**config.mk**
```make
export PLATFORM = sky130hd
export DESIGN_NAME = led4_flash_bl
export DESIGN_NICKNAME = d
export VERILOG_FILES = /design/src/rtl/led_flash_pkg.sv /design/src/rtl/led_flash_ch.sv /design/src/rtl/led4_flash_bl.sv
export SDC_FILE = /design/constraint.sdc
export NUM_CORES = 1
export LEC_CHECK = 0
export CORE_AREA = 2 2 85 120
export CTS_CLUSTER_DIAMETER = 120
export DETAILED_ROUTE_END_ITERATION = 10
export DIE_AREA = 0 0 87 122
export GPL_TIMING_DRIVEN = 0
export SYNTH_ARGS = -nofsm -noshare
export SYNTH_HDL_FRONTEND = slang
export SYNTH_SLANG_ARGS = --single-unit
```
**constraint.sdc**
```tcl
create_clock -name clk -period 3.4 [get_ports clk]
set_input_delay 1.02 -clock clk [delete_from_list [all_inputs] [get_ports clk]]
set_output_delay 1.02 -clock clk [all_outputs]
set_load 0.02 [all_outputs]
```
**src/rtl/led_flash_pkg.sv**
```systemverilog
// ---------------------------------------------------------------------------
// led_flash_pkg
// Shared definitions for the 4-channel LED flash block:
//   - state_e     : per-channel state encoding (IDLE / ON / GAP)
//   - NUM_CH      : number of LED channels
//   - cnt_width() : width of the hold/gap tick counter
//   - pend_width(): width of the pending-flash counter
// ---------------------------------------------------------------------------
package led_flash_pkg;

  localparam int unsigned NUM_CH = 4;

  typedef enum logic [1:0] {
    ST_IDLE = 2'd0,
    ST_ON   = 2'd1,
    ST_GAP  = 2'd2
  } state_e;

  // Counter must hold the larger of the two tick reload values.
  function automatic int unsigned cnt_width(input int unsigned hold_ticks,
                                            input int unsigned gap_ticks);
    int unsigned max_v;
    if (hold_ticks > gap_ticks) begin
      max_v = hold_ticks;
    end else begin
      max_v = gap_ticks;
    end
    return $clog2(max_v + 1);
  endfunction

  // Pending counter must hold 0..max_pend.
  function automatic int unsigned pend_width(input int unsigned max_pend);
    return $clog2(max_pend + 1);
  endfunction

endpackage

```
**src/rtl/led_flash_ch.sv**
```systemverilog
// ---------------------------------------------------------------------------
// led_flash_ch
// Single LED channel: each strobe queues one flash (HOLD_TICKS ce-ticks on,
// then GAP_TICKS ce-ticks off). Strobes arriving while a flash is running are
// queued up to MAX_PEND; a strobe beyond that is dropped and flagged on ovf.
// Ports:
//   clk   in  system clock
//   rst_n in  asynchronous active-low reset
//   ce    in  timing tick, advances the hold/gap counter
//   clr   in  synchronous clear (priority over st and ce)
//   st    in  strobe, one flash request per high cycle
//   led   out LED drive (registered, high while ON)
//   busy  out channel not idle (registered)
//   ovf   out one-cycle pulse when a strobe was dropped
// ---------------------------------------------------------------------------
module led_flash_ch
  import led_flash_pkg::*;
#(
  parameter int unsigned HOLD_TICKS = 8,
  parameter int unsigned GAP_TICKS  = 4,
  parameter int unsigned MAX_PEND   = 3
) (
  input  logic clk,
  input  logic rst_n,
  input  logic ce,
  input  logic clr,
  input  logic st,
  output logic led,
  output logic busy,
  output logic ovf
);

  localparam int unsigned CW = cnt_width(HOLD_TICKS, GAP_TICKS);
  localparam int unsigned PW = pend_width(MAX_PEND);

  localparam logic [CW-1:0] HOLD_C   = CW'(HOLD_TICKS);
  localparam logic [CW-1:0] GAP_C    = CW'(GAP_TICKS);
  localparam logic [CW-1:0] CNT_ONE  = CW'(1);
  localparam logic [CW-1:0] CNT_ZERO = CW'(0);
  localparam logic [PW-1:0] PEND_MAX = PW'(MAX_PEND);
  localparam logic [PW-1:0] PEND_ONE = PW'(1);
  localparam logic [PW-1:0] PEND_ZERO = PW'(0);

  state_e         state_q, state_d;
  logic [CW-1:0]  cnt_q, cnt_d;
  logic [PW-1:0]  pend_q, pend_d;
  logic           led_q, led_d;
  logic           busy_q, busy_d;
  logic           ovf_q, ovf_d;

  // Next-state, counter, queue and output decode for the channel.
  always_comb begin
    state_d = state_q;
    cnt_d   = cnt_q;
    pend_d  = pend_q;
    ovf_d   = 1'b0;

    if (clr) begin
      state_d = ST_IDLE;
      cnt_d   = CNT_ZERO;
      pend_d  = PEND_ZERO;
    end else begin
      case (state_q)
        ST_IDLE: begin
          if (st) begin
            state_d = ST_ON;
            cnt_d   = HOLD_C;
          end else begin
            state_d = ST_IDLE;
          end
        end

        ST_ON: begin
          if (ce) begin
            if (cnt_q > CNT_ONE) begin
              cnt_d = cnt_q - CNT_ONE;
            end else begin
              state_d = ST_GAP;
              cnt_d   = GAP_C;
            end
          end else begin
            cnt_d = cnt_q;
          end
          if (st) begin
            if (pend_q < PEND_MAX) begin
              pend_d = pend_q + PEND_ONE;
            end else begin
              ovf_d = 1'b1;
            end
          end else begin
            pend_d = pend_q;
          end
        end

        ST_GAP: begin
          if (ce && (cnt_q <= CNT_ONE)) begin
            // Gap exit: a strobe on this edge replaces the consumed slot,
            // so a full queue stays full without raising ovf.
            if ((pend_q != PEND_ZERO) || st) begin
              state_d = ST_ON;
              cnt_d   = HOLD_C;
              if (st) begin
                pend_d = pend_q;
              end else begin
                pend_d = pend_q - PEND_ONE;
              end
            end else begin
              state_d = ST_IDLE;
              cnt_d   = CNT_ZERO;
            end
          end else begin
            if (ce) begin
              cnt_d = cnt_q - CNT_ONE;
            end else begin
              cnt_d = cnt_q;
            end
            if (st) begin
              if (pend_q < PEND_MAX) begin
                pend_d = pend_q + PEND_ONE;
              end else begin
                ovf_d = 1'b1;
              end
            end else begin
              pend_d = pend_q;
            end
          end
        end

        default: begin
          state_d = ST_IDLE;
          cnt_d   = CNT_ZERO;
          pend_d  = PEND_ZERO;
        end
      endcase
    end

    // Outputs follow the next state so the LED lights on the strobe edge.
    led_d  = (state_d == ST_ON);
    busy_d = (state_d != ST_IDLE);
  end

  // State, counters and registered outputs.
  always_ff @(posedge clk or negedge rst_n) begin
    if (!rst_n) begin
      state_q <= ST_IDLE;
      cnt_q   <= CNT_ZERO;
      pend_q  <= PEND_ZERO;
      led_q   <= 1'b0;
      busy_q  <= 1'b0;
      ovf_q   <= 1'b0;
    end else begin
      state_q <= state_d;
      cnt_q   <= cnt_d;
      pend_q  <= pend_d;
      led_q   <= led_d;
      busy_q  <= busy_d;
      ovf_q   <= ovf_d;
    end
  end

  assign led  = led_q;
  assign busy = busy_q;
  assign ovf  = ovf_q;

endmodule

```
**src/rtl/led4_flash_bl.sv**
```systemverilog
// ---------------------------------------------------------------------------
// led4_flash_bl
// Four independent LED flash channels driven by single-cycle button strobes.
// Wiring only; all behaviour lives in led_flash_ch.
// Ports:
//   clk   in      system clock
//   rst_n in      asynchronous active-low reset
//   ce    in      timing tick shared by all channels
//   clr   in      synchronous clear of all channels
//   st    in  [4] per-channel strobes
//   led   out [4] registered LED drive
//   busy  out [4] registered channel-busy flags
//   ovf   out [4] one-cycle dropped-strobe pulses
// ---------------------------------------------------------------------------
module led4_flash_bl
  import led_flash_pkg::*;
#(
  parameter int unsigned HOLD_TICKS = 8,
  parameter int unsigned GAP_TICKS  = 4,
  parameter int unsigned MAX_PEND   = 3
) (
  input  logic              clk,
  input  logic              rst_n,
  input  logic              ce,
  input  logic              clr,
  input  logic [NUM_CH-1:0] st,
  output logic [NUM_CH-1:0] led,
  output logic [NUM_CH-1:0] busy,
  output logic [NUM_CH-1:0] ovf
);

  for (genvar g = 0; g < NUM_CH; g++) begin : g_ch
    led_flash_ch #(
      .HOLD_TICKS (HOLD_TICKS),
      .GAP_TICKS  (GAP_TICKS),
      .MAX_PEND   (MAX_PEND)
    ) u_ch (
      .clk   (clk),
      .rst_n (rst_n),
      .ce    (ce),
      .clr   (clr),
      .st    (st[g]),
      .led   (led[g]),
      .busy  (busy[g]),
      .ovf   (ovf[g])
    );
  end

endmodule

```
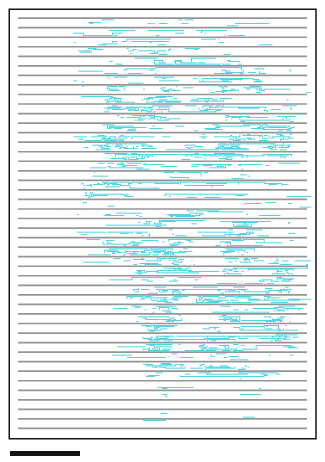
run_1/met1.png
The bar under the picture is 20 um long. Supply wires on this layer in grey.
nets with wire on the layer: 371
main direction: horizontal

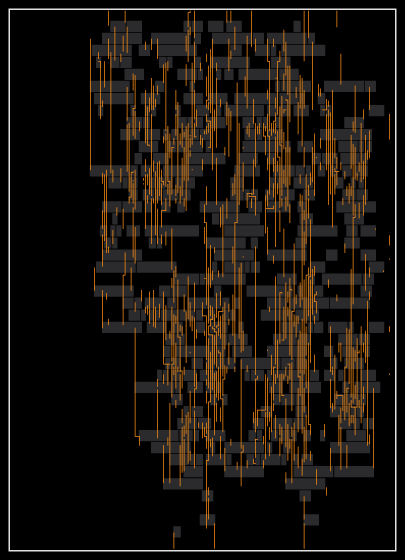
run_1/met2.png
longest straight run: 32.6 um
wire length on this layer: 3,480 um
nets with wire on the layer: 346
drt total wl: 6.63 mm
GR Layer Usage met2: 0.239

==> results_slide.txt, run 1 <==
Physical Implementation Snapshot

GRT
  • GRT overflow: 0
  • Number of global-route vias before repair: 2,494
  • First-pass GRT wire length: 11.4 mm

Placed design
  • Dpl ws: 0.514 ns
  • Dpl cell area: about 0.0036 sq mm
  • Dpl cells: a little under 500
  • DPL Wire Length: 4.90 mm
  • RePlAce Congestion: 0.844

Clocking
  • PostCTS Resize Cnt: 0
  • CTS clk-pin slew, worst paths: ~0.060 ns
  • CTS tree: done
  • Htree depth: 2
  • Post-CTS Setup Inserts: 0

Logic synthesis
  • Post-synth mux share: 0.00652
  • Ys flops: 44
  • Syn Inst Count: 359
  • Top cell area share: 0.337
  • Synthesis Warnings: 0
  • Synth Area in Simple Gates: 0.187
  • Synth area leaders: dfrtp_1 34%, ha_1 15%, inv_1 3.9%, nor2_1 3.3%, o21ai_0 3.2%
  • XOR/XNOR Area Share: 0.00805
  • Most frequent cells after synthesis: 44 x dfrtp_1, 40 x ha_1, 34 x inv_1
  • Area leader, netlist: dfrtp_1
  • Async SR Flop Fraction: 1.00
  • Unique masters post-synth: 64
  • Most numerous cell in the Yosys netlist: dfrtp_1
  • Seq share, synth: 0.337

Setup path
  • Levels on crit path: 6
  • Worst setup SP type: primary input
  • R2R Setup Slk: roughly 1.5 ns
  • R2R Path End: g_ch[3].u_ch.cnt_q[3]
  • Crit. Startpoint: ce
  • Crit-path slowest cell: clkdlybuf4s50_1
  • Setup CP Type: in -> reg

Floorplan
  • Cell Rows: 43
  • Floorplan utilization: 0.339
  • Die width: 87 um
  • Core area: 0.00963 sq mm
  • Tapcell Cnt: 112
  • Total die size: 0.0106 sq mm

Routing
  • M1 WL: between 2 and 3 mm
  • Highest routed layer: met4
  • Vias per inst: 5.17
  • DR iter-0 viols: 105
  • Routed wl met2: 3.48 mm
  • Number of remaining DRC errors: 0
  • Routed wl met3: 99 um

Pwr
  • Total power: 1410 uW
  • Sequential power: ~600 uW
  • Clock group: 463 uW
  • Comb pwr share: 0.251
  • Sw Ratio: 0.307
  • Internal power: 978 uW
  • Ratio of total power to cell area: between 300 and 400 mW/mm^2
  • Largest Pwr Group: registers

Finish
  • Signal buffers: 37
  • Share of cells above drive strength 1: 0.120
  • Post-route cell area: approximately 0.0037 sq mm
  • Non-filler cells, final: between 400 and 500
  • Multi-input gate area: ~0.0019 sq mm
  • Diode count: 0
  • Biggest regs: g_ch.u_ch.cnt_q x16, g_ch.u_ch.pend_q x8, g_ch.u_ch.state_q x8
  • Flop count: 44
  • Clock buf/inv share: 0.0361
  • Filler instances: 948

Timing
  • Setup TNS: 0 ns
  • Fmax: 0.382 GHz
  • Rel. slew slack: 0.618
  • Min Tclk post-route: 2.62 ns
  • Worst-margin pin slew: about 0.57 ns
  • Fin worst setup slack: 0.782 ns
  • Setup Viol. Count Final: 0

Flow run
  • MaxCap Viol Count: 0

Run status
  • Outcome: finished clean
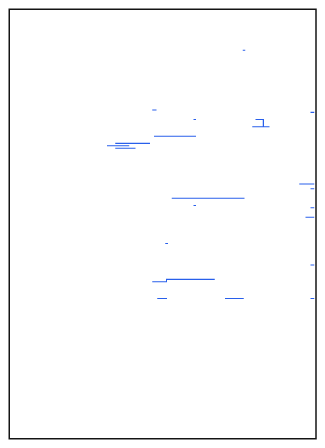
run_1/met3.png
nets with wire on the layer: 16
main direction: horizontal
wire length on this layer: 99.9 um
longest straight run: 20.5 um
DR vias: 2,552
met3 Use GR: 0.0163

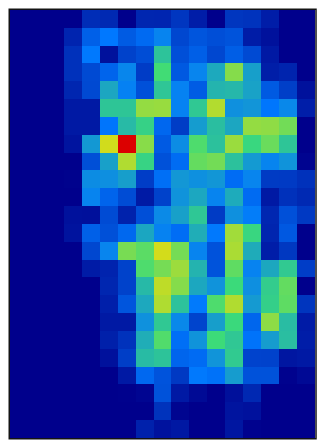
run_1/wire_density.png
17 x 24 tiles, from dark blue (low) to red (high), scaled to the fullest tile. Values are wire area over tile area, all layers added.
tiles over half the peak: 8.8%
nearly empty tiles: 34%
mean over tiles: 0.095
average wire per standard cell: 13.4 um
total track usage: 0.131

==> run 1 -> run 2 <==
==> constraint.sdc (replaced) <==
create_clock -name clk -period 2.7 [get_ports clk]
set_input_delay 0.81 -clock clk [delete_from_list [all_inputs] [get_ports clk]]
set_output_delay 0.81 -clock clk [all_outputs]
set_load 0.02 [all_outputs]
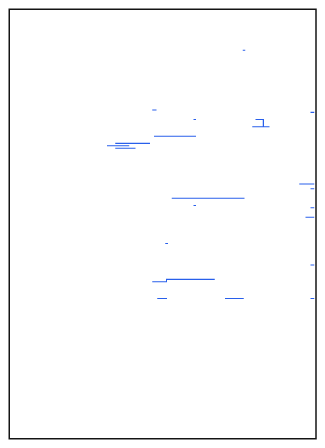
run_2/met3.png
share of all routed wire: 1.5%
wire length on this layer: 99.9 um
main direction: horizontal

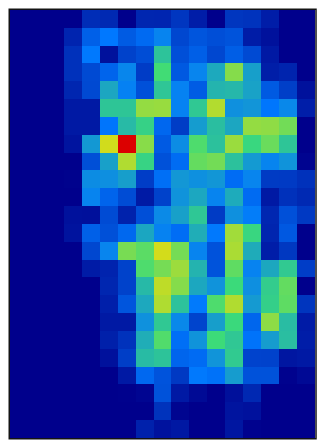
run_2/wire_density.png
17 x 24 tiles, from dark blue (low) to red (high), scaled to the fullest tile. Values are wire area over tile area, all layers added.
fullest tile: 0.53
tiles over half the peak: 8.8%
emptiest ninth of the die: south-west
densest ninth of the die: centre
nearly empty tiles: 34%
mean over tiles: 0.095

==> run 2 against run 1 <==
  * Non-clock buffer count unchanged
  * Worst hold slack unchanged
  * Cell count stayed put
  * Sequential power up 26%
  * Die area stayed put
  * Wire length unchanged
  * Clock skew did not move
  * Largest cell class unchanged
==> results_slide.txt, run 2 <==
Physical Implementation Snapshot

Pwr
  • Largest Pwr Group: registers (unchanged)
  • Sw Ratio: 0.307 (about the same)
  • Internal power: 1230 uW (was 978 uW)
  • Ratio of total power to cell area: 479 mW/mm^2 (was 381 mW/mm^2)
  • Clock group: 583 uW (was 463 uW)

Setup path
  • Worst setup SP type: primary input (unchanged)
  • R2R Path End: g_ch[3].u_ch.cnt_q[3] (unchanged)
  • R2R Setup Slk: 0.75 ns (was 1.45 ns)
  • Crit. Startpoint: ce (unchanged)
  • Crit-path slowest cell: clkdlybuf4s50_1 (unchanged)
  • Setup CP Type: in -> reg (unchanged)

Floorplan
  • Die width: 87 um (unchanged)
  • Total die size: 0.0106 sq mm (unchanged)
  • Cell Rows: 43 (unchanged)
  • Floorplan utilization: 0.339 (unchanged)

Logic synthesis
  • XOR/XNOR Area Share: 0.00805 (unchanged)
  • Most numerous cell in the Yosys netlist: dfrtp_1 (unchanged)
  • Syn Inst Count: 359 (unchanged)
  • Most frequent cells after synthesis: 44 x dfrtp_1, 40 x ha_1, 34 x inv_1 (unchanged)
  • Synth area leaders: dfrtp_1 34%, ha_1 15%, inv_1 3.9%, nor2_1 3.3%, o21ai_0 3.2% (unchanged)
  • Synthesis Warnings: 0 (unchanged)
  • Top cell area share: 0.337 (unchanged)
  • Ys flops: 44 (unchanged)
  • Synth Area in Simple Gates: 0.187 (unchanged)
  • Async SR Flop Fraction: 1.00 (unchanged)
  • Unique masters post-synth: 64 (unchanged)

Placed design
  • RePlAce Congestion: 0.844 (unchanged)
  • Dpl cell area: 0.00358 sq mm (unchanged)
  • Dpl ws: 0.0244 ns (was 0.514 ns)

Timing
  • Setup Viol. Count Final: 0 (unchanged)
  • Rel. slew slack: 0.618 (unchanged)
  • Fmax: between 0.4 and 0.5 GHz
  • Fin worst setup slack: 0.292 ns (was 0.782 ns)
  • Setup TNS: 0 ns (unchanged)
  • Min Tclk post-route: 2.41 ns

Routing
  • M1 WL: 2.94 mm (unchanged)
  • Average wire per standard cell: 13.4 um (unchanged)
  • Number of remaining DRC errors: 0 (unchanged)

Finish
  • Filler instances: 948 (unchanged)
  • Post-route cell area: 0.00371 sq mm (unchanged)
  • Multi-input gate area: 0.00190 sq mm (unchanged)
  • Non-filler cells, final: 494 (unchanged)
  • Signal buffers: 37 (unchanged)
  • Diode count: 0 (unchanged)

GRT
  • Met3 Use GR: 0.0163 (unchanged)
  • Number of global-route vias before repair: 2,494 (unchanged)
  • Total track usage: 0.131 (unchanged)
  • GR Layer Usage met2: 0.239 (unchanged)
  • First-pass GRT wire length: 11.4 mm (unchanged)

Clocking
  • Htree depth: 2 (unchanged)
  • CTS clk-pin slew, worst paths: 0.06 ns (about the same)

Run status
  • Outcome: finished clean (unchanged)
==> run 2 -> run 3 <==
--- a/config.mk
+++ b/config.mk
@@ -5,11 +5,12 @@
 export SDC_FILE = /design/constraint.sdc
 export NUM_CORES = 1
 export LEC_CHECK = 0
-export CORE_AREA = 2 2 85 120
+export CORE_AREA = 2 2 76 133
 export CTS_CLUSTER_DIAMETER = 120
 export DETAILED_ROUTE_END_ITERATION = 10
-export DIE_AREA = 0 0 87 122
+export DIE_AREA = 0 0 78 135
 export GPL_TIMING_DRIVEN = 0
+export SLEW_MARGIN = 20
 export SYNTH_ARGS = -nofsm -noshare
 export SYNTH_HDL_FRONTEND = slang
 export SYNTH_SLANG_ARGS = --single-unit
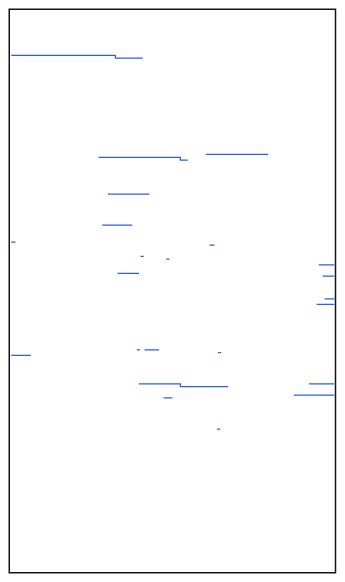
run_3/met3.png
longest straight run: 24.8 um
wire length on this layer: 151 um
main direction: horizontal
drt total wl: 6.79 mm
met3 Use GR: 0.0227
DR vias: 2,573

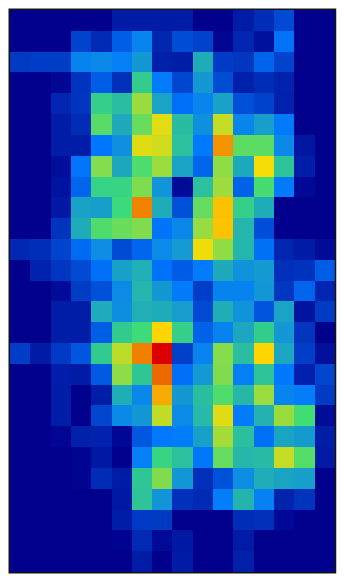
run_3/wire_density.png
16 x 27 tiles, from dark blue (low) to red (high), scaled to the fullest tile. Values are wire area over tile area, all layers added.
fullest tile: 0.48
densest ninth of the die: centre
nearly empty tiles: 28%
mean over tiles: 0.099
emptiest ninth of the die: south-west
average wire per standard cell: 13.4 um
total track usage: 0.139

==> run 3 against run 2 <==
  * Flip-flop count did not move
  * Sequential power about the same
  * First-iteration DRC count rose by 7.6%
  * Core utilization increased by 1.4 points
  * Clock skew decreased by 0.0051 ns
  * Largest cell class unchanged
  * Die area decreased by 0.79%
  * Cell count grew 2.2%
  * Final area up 1.3%
  * Sequential share of layout area shrank 0.39 points
  * Non-clock buffer count is the same
==> results_slide.txt, run 3 <==
Physical Implementation Snapshot

Logic synthesis
  • Async SR Flop Fraction: 1.00 (unchanged)
  • Syn Inst Count: 359 (unchanged)
  • Synth area leaders: dfrtp_1 34%, ha_1 15%, inv_1 3.9%, nor2_1 3.3%, o21ai_0 3.2% (unchanged)
  • XOR/XNOR Area Share: 0.00805 (unchanged)
  • Post-synth mux share: 0.00652 (unchanged)
  • Most numerous cell in the Yosys netlist: dfrtp_1 (unchanged)
  • Synthesis Warnings: 0 (unchanged)
  • Seq share, synth: 0.337 (unchanged)

Finish
  • Share of cells above drive strength 1: 0.125 (was 0.120)
  • Biggest regs: g_ch.u_ch.cnt_q x16, g_ch.u_ch.pend_q x8, g_ch.u_ch.state_q x8 (unchanged)
  • Filler instances: 965 (was 948)
  • Flop count: 44 (unchanged)
  • Multi-input gate area: 0.00190 sq mm (unchanged)

Setup path
  • Worst setup SP type: primary input (unchanged)
  • R2R Path End: g_ch[2].u_ch.cnt_q[3] (was g_ch[3].u_ch.cnt_q[3])
  • Levels on crit path: 6 (unchanged)
  • Crit-path slowest cell: clkdlybuf4s50_1 (unchanged)

Pwr
  • Largest Pwr Group: registers (unchanged)
  • Ratio of total power to cell area: 514 mW/mm^2 (was 479 mW/mm^2)
  • Internal power: 1360 uW (was 1230 uW)
  • Sequential power: 750 uW (was 749 uW)

Floorplan
  • Tapcell Cnt: 122 (was 112)
  • Total die size: 0.0105 sq mm (was 0.0106 sq mm)
  • Cell Rows: 47 (was 43)

Placed design
  • Dpl cells: 497 (was 487)
  • Dpl ws: 0.0232 ns (was 0.0244 ns)
  • Dpl cell area: 0.00358 sq mm (about the same)

GRT
  • First-pass GRT wire length: 11.9 mm (was 11.4 mm)

Routing
  • M1 WL: 2.67 mm (was 2.94 mm)
  • Highest routed layer: met4 (unchanged)
  • Number of remaining DRC errors: 0 (unchanged)

Clocking
  • Post-CTS Setup Inserts: 0 (unchanged)
  • Htree depth: 2 (unchanged)
  • PostCTS Resize Cnt: 0 (unchanged)

Timing
  • Setup Viol. Count Final: 0 (unchanged)

Run status
  • Outcome: finished clean (unchanged)
Power figures rest on the tool's default switching activity, not on a simulated workload.
